File: src/rtl/vga_pattern_if.sv
// Pixel-stage bundle between the VGA timing chain and the pattern generator.
// The timing side (master) drives counts/syncs/mode; the generator (slave) returns RGB and status.
interface vga_pattern_if #(
   parameter int COLOR_W = 4
);
   logic [10:0]        hcount;
   logic [9:0]         vcount;
   logic               de;
   logic               hsync_n;
   logic               vsync_n;
   logic [1:0]         mode;
   logic               mode_load;
   logic [COLOR_W-1:0] red;
   logic [COLOR_W-1:0] green;
   logic [COLOR_W-1:0] blue;
   logic               hsync_out_n;
   logic               vsync_out_n;
   logic [7:0]         frame_count;
   logic [1:0]         active_mode;

   modport master (
      output hcount, vcount, de, hsync_n, vsync_n, mode, mode_load,
      input  red, green, blue, hsync_out_n, vsync_out_n, frame_count, active_mode
   );

   modport slave (
      input  hcount, vcount, de, hsync_n, vsync_n, mode, mode_load,
      output red, green, blue, hsync_out_n, vsync_out_n, frame_count, active_mode
   );
endinterface

File: src/rtl/vga_pattern_gen.sv
// Two-stage test-pattern generator for 800x600 VGA: stage 1 decodes every pattern,
// stage 2 muxes by the active mode; syncs ride along so RGB stays pixel-aligned.
module vga_pattern_gen #(
   parameter int H_ACTIVE = 800,
   parameter int V_ACTIVE = 600,
   parameter int BOX_SIZE = 64,
   parameter int COLOR_W  = 4
) (
   input  logic          clk,
   input  logic          rst_n,
   vga_pattern_if.slave  vga
);

   typedef enum logic [1:0] {
      PAT_BARS  = 2'd0,
      PAT_CHECK = 2'd1,
      PAT_RAMP  = 2'd2,
      PAT_BOX   = 2'd3
   } pattern_e;

   typedef struct packed {
      logic [10:0] pos;
      logic        neg;
   } axis_t;

   localparam logic [10:0]        X_MAX  = 11'(H_ACTIVE - BOX_SIZE);
   localparam logic [10:0]        Y_MAX  = 11'(V_ACTIVE - BOX_SIZE);
   localparam logic [10:0]        BOX_W  = 11'(BOX_SIZE);
   localparam logic [10:0]        X_STEP = 11'd4;
   localparam logic [10:0]        Y_STEP = 11'd2;
   localparam logic [COLOR_W-1:0] FULL   = '1;

   // Bounce: a step that would leave [0, lim] reverses direction and steps back instead.
   function automatic axis_t step_axis(input axis_t cur, input logic [10:0] step,
                                       input logic [10:0] lim);
      axis_t nxt;
      nxt = cur;
      if (!cur.neg) begin
         if (cur.pos + step > lim) begin
            nxt.neg = 1'b1;
            nxt.pos = cur.pos - step;
         end else begin
            nxt.pos = cur.pos + step;
         end
      end else begin
         if (cur.pos < step) begin
            nxt.neg = 1'b0;
            nxt.pos = cur.pos + step;
         end else begin
            nxt.pos = cur.pos - step;
         end
      end
      return nxt;
   endfunction

   // Frame-level state
   logic [7:0] frame_q, frame_d;
   pattern_e   active_q, active_d;
   pattern_e   pending_q, pending_d;
   axis_t      box_x_q, box_x_d;
   axis_t      box_y_q, box_y_d;

   // Stage 1: per-pattern decode
   logic               de1_q, hs1_q, vs1_q;
   logic [2:0]         bar1_q, bar_d;
   logic               chk1_q, chk_d;
   logic [COLOR_W-1:0] ramp1_q, ramp_d;
   logic               hit1_q, hit_d;

   // Stage 2: final colour
   logic               hs2_q, vs2_q;
   logic [COLOR_W-1:0] red_q, green_q, blue_q;
   logic [COLOR_W-1:0] red_d, green_d, blue_d;
   logic [2:0]         bar_on;

   logic [10:0] h;
   logic [10:0] v;
   logic        frame_start;

   assign h = vga.hcount;
   assign v = {1'b0, vga.vcount};

   // vs1_q doubles as the registered copy of vsync_n for edge detection.
   assign frame_start = vs1_q & ~vga.vsync_n;

   // NOTE: every variable written in always_comb gets a default first so no latch is inferred.
   always_comb begin
      pending_d = pending_q;
      active_d  = active_q;
      frame_d   = frame_q;
      box_x_d   = box_x_q;
      box_y_d   = box_y_q;
      if (vga.mode_load) pending_d = pattern_e'(vga.mode);
      if (frame_start) begin
         active_d = pending_d;
         frame_d  = frame_q + 8'd1;
         box_x_d  = step_axis(box_x_q, X_STEP, X_MAX);
         box_y_d  = step_axis(box_y_q, Y_STEP, Y_MAX);
      end
   end

   // NOTE: sequential state uses non-blocking assignments so all registers update together.
   always_ff @(posedge clk or negedge rst_n) begin
      if (!rst_n) begin
         frame_q   <= '0;
         active_q  <= PAT_BARS;
         pending_q <= PAT_BARS;
         box_x_q   <= '0;
         box_y_q   <= '0;
      end else begin
         frame_q   <= frame_d;
         active_q  <= active_d;
         pending_q <= pending_d;
         box_x_q   <= box_x_d;
         box_y_q   <= box_y_d;
      end
   end

   generate
      if (COLOR_W >= 4) begin : g_ramp_ext
         assign ramp_d = COLOR_W'(h[9:6]);
      end else begin : g_ramp_trunc
         assign ramp_d = h[9 -: COLOR_W];
      end
   endgenerate

   always_comb begin
      bar_d = 3'd0;
      for (int i = 1; i < 8; i++) begin
         if (h >= 11'(i * 100)) bar_d = 3'(i);
      end
      chk_d = h[5] ^ v[5];
      hit_d = (h >= box_x_q.pos) && (h < box_x_q.pos + BOX_W) &&
              (v >= box_y_q.pos) && (v < box_y_q.pos + BOX_W);
   end

   always_ff @(posedge clk or negedge rst_n) begin
      if (!rst_n) begin
         de1_q   <= 1'b0;
         hs1_q   <= 1'b1;
         vs1_q   <= 1'b1;
         bar1_q  <= '0;
         chk1_q  <= 1'b0;
         ramp1_q <= '0;
         hit1_q  <= 1'b0;
      end else begin
         de1_q   <= vga.de;
         hs1_q   <= vga.hsync_n;
         vs1_q   <= vga.vsync_n;
         bar1_q  <= bar_d;
         chk1_q  <= chk_d;
         ramp1_q <= ramp_d;
         hit1_q  <= hit_d;
      end
   end

   // Bar order: white, yellow, cyan, green, magenta, red, blue, black as {R,G,B} on-bits.
   always_comb begin
      red_d   = '0;
      green_d = '0;
      blue_d  = '0;
      unique case (bar1_q)
         3'd0:    bar_on = 3'b111;
         3'd1:    bar_on = 3'b110;
         3'd2:    bar_on = 3'b011;
         3'd3:    bar_on = 3'b010;
         3'd4:    bar_on = 3'b101;
         3'd5:    bar_on = 3'b100;
         3'd6:    bar_on = 3'b001;
         default: bar_on = 3'b000;
      endcase
      if (de1_q) begin
         unique case (active_q)
            PAT_BARS: begin
               red_d   = {COLOR_W{bar_on[2]}};
               green_d = {COLOR_W{bar_on[1]}};
               blue_d  = {COLOR_W{bar_on[0]}};
            end
            PAT_CHECK: begin
               red_d   = {COLOR_W{chk1_q}};
               green_d = {COLOR_W{chk1_q}};
               blue_d  = {COLOR_W{chk1_q}};
            end
            PAT_RAMP: begin
               red_d   = ramp1_q;
               green_d = ramp1_q;
               blue_d  = ramp1_q;
            end
            PAT_BOX: begin
               red_d   = hit1_q ? FULL : '0;
               green_d = hit1_q ? FULL : '0;
               blue_d  = FULL;
            end
         endcase
      end
   end

   always_ff @(posedge clk or negedge rst_n) begin
      if (!rst_n) begin
         hs2_q   <= 1'b1;
         vs2_q   <= 1'b1;
         red_q   <= '0;
         green_q <= '0;
         blue_q  <= '0;
      end else begin
         hs2_q   <= hs1_q;
         vs2_q   <= vs1_q;
         red_q   <= red_d;
         green_q <= green_d;
         blue_q  <= blue_d;
      end
   end

   assign vga.red         = red_q;
   assign vga.green       = green_q;
   assign vga.blue        = blue_q;
   assign vga.hsync_out_n = hs2_q;
   assign vga.vsync_out_n = vs2_q;
   assign vga.frame_count = frame_q;
   assign vga.active_mode = active_q;

endmodule

File: src/flat_wrapper.sv
// flat-port wrapper written by rule: the top's interface ports become plain ports
module vga_pattern_gen_flat 
#(
   parameter int H_ACTIVE = 800,
   parameter int V_ACTIVE = 600,
   parameter int BOX_SIZE = 64,
   parameter int COLOR_W  = 4
)
  (clk, rst_n, vga_hcount, vga_vcount, vga_de, vga_hsync_n, vga_vsync_n, vga_mode, vga_mode_load, vga_red, vga_green, vga_blue, vga_hsync_out_n, vga_vsync_out_n, vga_frame_count, vga_active_mode);
  vga_pattern_if #(.COLOR_W(COLOR_W)) vga_i ();
  input  logic clk;
  input  logic rst_n;
  input wire logic [$bits(vga_i.hcount)-1:0] vga_hcount;
  input wire logic [$bits(vga_i.vcount)-1:0] vga_vcount;
  input wire logic [$bits(vga_i.de)-1:0] vga_de;
  input wire logic [$bits(vga_i.hsync_n)-1:0] vga_hsync_n;
  input wire logic [$bits(vga_i.vsync_n)-1:0] vga_vsync_n;
  input wire logic [$bits(vga_i.mode)-1:0] vga_mode;
  input wire logic [$bits(vga_i.mode_load)-1:0] vga_mode_load;
  output wire logic [$bits(vga_i.red)-1:0] vga_red;
  output wire logic [$bits(vga_i.green)-1:0] vga_green;
  output wire logic [$bits(vga_i.blue)-1:0] vga_blue;
  output wire logic [$bits(vga_i.hsync_out_n)-1:0] vga_hsync_out_n;
  output wire logic [$bits(vga_i.vsync_out_n)-1:0] vga_vsync_out_n;
  output wire logic [$bits(vga_i.frame_count)-1:0] vga_frame_count;
  output wire logic [$bits(vga_i.active_mode)-1:0] vga_active_mode;
  assign vga_i.hcount = vga_hcount;
  assign vga_i.vcount = vga_vcount;
  assign vga_i.de = vga_de;
  assign vga_i.hsync_n = vga_hsync_n;
  assign vga_i.vsync_n = vga_vsync_n;
  assign vga_i.mode = vga_mode;
  assign vga_i.mode_load = vga_mode_load;
  assign vga_red = vga_i.red;
  assign vga_green = vga_i.green;
  assign vga_blue = vga_i.blue;
  assign vga_hsync_out_n = vga_i.hsync_out_n;
  assign vga_vsync_out_n = vga_i.vsync_out_n;
  assign vga_frame_count = vga_i.frame_count;
  assign vga_active_mode = vga_i.active_mode;
  vga_pattern_gen #(.H_ACTIVE(H_ACTIVE), .V_ACTIVE(V_ACTIVE), .BOX_SIZE(BOX_SIZE), .COLOR_W(COLOR_W)) u_core (.clk(clk), .rst_n(rst_n), .vga(vga_i));
endmodule
File: config.mk
export PLATFORM = sky130hd
export DESIGN_NAME = vga_pattern_gen_flat
export DESIGN_NICKNAME = d
export VERILOG_FILES = /design/src/rtl/vga_pattern_if.sv /design/src/rtl/vga_pattern_gen.sv /design/src/flat_wrapper.sv
export SDC_FILE = /design/constraint.sdc
export NUM_CORES = 1
export LEC_CHECK = 0
export CAP_MARGIN = 20
export CORE_UTILIZATION = 45
export DETAILED_ROUTE_END_ITERATION = 10
export HOLD_SLACK_MARGIN = 0.1
export PLACE_DENSITY_LB_ADDON = 0.08
export SLEW_MARGIN = 20
export SYNTH_ARGS = -nofsm -noshare
export SYNTH_HDL_FRONTEND = slang
export SYNTH_SLANG_ARGS = --single-unit
File: constraint.sdc
create_clock -name clk -period 4.1 [get_ports clk]
set_input_delay 0.82 -clock clk [delete_from_list [all_inputs] [get_ports clk]]
set_output_delay 0.82 -clock clk [all_outputs]
set_load 0.005 [all_outputs]
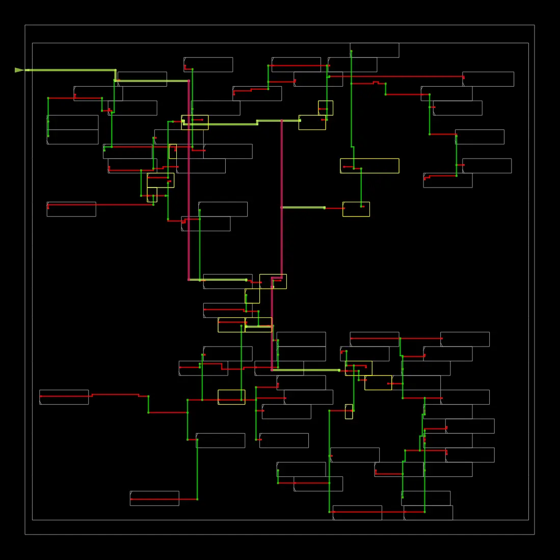
(images/final_clocks.png)
Post-Route Skew: 0.0144 ns
clock buffers: 12
clk sinks: 59
CTS buffer count: 9

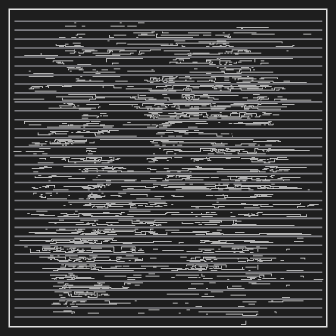
(images/met1.png)
Supply wires on this layer in grey.
The layer holds 47% of the routed length. The layer carries 4230 µm of wire. The wires run mostly horizontal. The longest straight run is 46.5 µm.

==> reports/qor.yml <==
pre_cts_ws_ns: 0.967
pin_count: 53
internal_power_w: 0.00147
drtIter0Drc: 136
biggestCellCategory: "multi-input combinational cells"
crit_path_top_delay_cell: "dfrtp_1"
grt_pass1_wl_mm: 15.1
sh_seq_area: 0.312
clock_power_share: 0.221
clk_pin_slew_ns: 0.08
simple_gate_area_frac: 0.180
fp.dieW_um: 95.9
grt_usage: 0.216
diodes: 0
post_dp_cell_area_mm2: 0.00455
cts_max_level: 3
flop-count: 59
clockBufferDepth: 2
crit_family: "AND-OR/OR-AND gates"
p_seq_frac: 0.381
path_class: "reg2reg"
setup_viol: 0
top_logic_kind: "AND-OR/OR-AND gates"
power_density_mw_per_mm2: 509
viasPerCell: 5.69
p_leak_nw: 2.05
drive_gt1_frac: 0.0631
vdd_drop_max_mv: 0.252
whs_ns: 0.360
core_util_floorplan: 0.473
gr-total-overflow: 0
crit_required_ns: 4.37
instances_no_fill: 596
lay_top_count: "dfrtp_1"
nNonClkBuffers: 55
ctsResizeCount: 0
syn_nets: 506
warning_count: 34
max_clock_freq_ghz: 0.354
synthAdderAreaFrac: 0.120
pwr-share-comb: 0.398
nets: 553
antenna_found_initial: 0
setup_slack_ns: 1.27
grt_pass1_vias: 3120
comb-power_w: 0.000960
avgRoutedWirePerCell_um: 15.3
synth_area_mm2: 0.00397
ys_ff: 59
max-cap-violations: 0
ys_chip_area_mm2: 0.00397
layout.area.seq_mm2: 0.00148
synth-warning-count: 0
switching_share: 0.391
setup_tns_ns: 0
chip_area_mm2: 0.00919
clkCellAreaFrac: 0.0412
worstHoldPathType: "reg2reg"
synthFlopType: "dfrtp_1"
path_buffers: 0
run_status: "complete, no violations"
ys_sh_xor: 0.0574
crit_path_end_kind: "flip-flop"
placed_cells: 580
comb_cells: 334
fp.dieH_um: 95.9
cts_hold_buf: 0
crit_fanout: 10
nonClkBufAreaFrac: 0.113
grt_max_degree: 36
vias: 3391
path_cells: "ha_1, nand2_1, o31a_1, o31ai_1, a21oi_1, o21ai_2, mux2i_1, xnor2_1"
core_mm2: 0.00838
design_area_mm2: 0.00474
==> final timing paths <==
| kind | start | to | slack, ns | depth (start not counted) |
|---|---|---|---|---|
| max in group asynchronous | rst_n | u_core.vga.vsync_out_n | 2.66 | 2 |
| setup / recovery | u_core.box_y_q[7] | u_core.box_y_q[9] | 1.27 | 8 |
| min in group asynchronous | rst_n | u_core.box_y_q[10] | 0.56 | 1 |
| hold / removal | u_core.hs1_q | u_core.vga.hsync_out_n | 0.36 | 0 |
| hold reg to reg | u_core.hs1_q | u_core.vga.hsync_out_n | 0.36 | 0 |
| setup reg to reg | u_core.box_y_q[7] | u_core.box_y_q[9] | 1.27 | 8 |
==> routing by layer <==
layer	vias to the layer above	track usage	routed length [µm]
met5	-	0	0
met4	0	0.0697	114
met2	98	0.361	4290
li1	1681	-	-
met1	1603	0.277	4230
met3	9	0.0474	449
==> Yosys cell counts (all sizes together) (11+ instances only) <==
library cell	instances	share of area
dfrtp	55	0.35
clkbuf	11	0.011
nor3	11	0.014
nor2	30	0.028
nand2	40	0.038
nand3	17	0.021
inv	27	0.026
a21oi	27	0.034
ha	38	0.12
xnor2	20	0.044
o21ai	29	0.038
==> registers in the layout, indices dropped and copies added (netlist names) <==
register / cells
u_core.vga.red: 4
u_core.bar1_q: 3
u_core.vga.hsync_out_n: 1
u_core.vga.vsync_out_n: 1
u_core.vga.active_mode: 2
u_core.vga.frame_count: 8
u_core.vga.green: 4
u_core.de1_q: 1
u_core.hs1_q: 1
u_core.pending_q: 2
u_core.hit1_q: 1
u_core.box_y_q: 11
u_core.ramp1_q: 4
u_core.chk1_q: 1
u_core.vs1_q: 1
u_core.box_x_q: 10
u_core.vga.blue: 4
Power figures rest on the tool's default switching activity, not on a simulated workload.
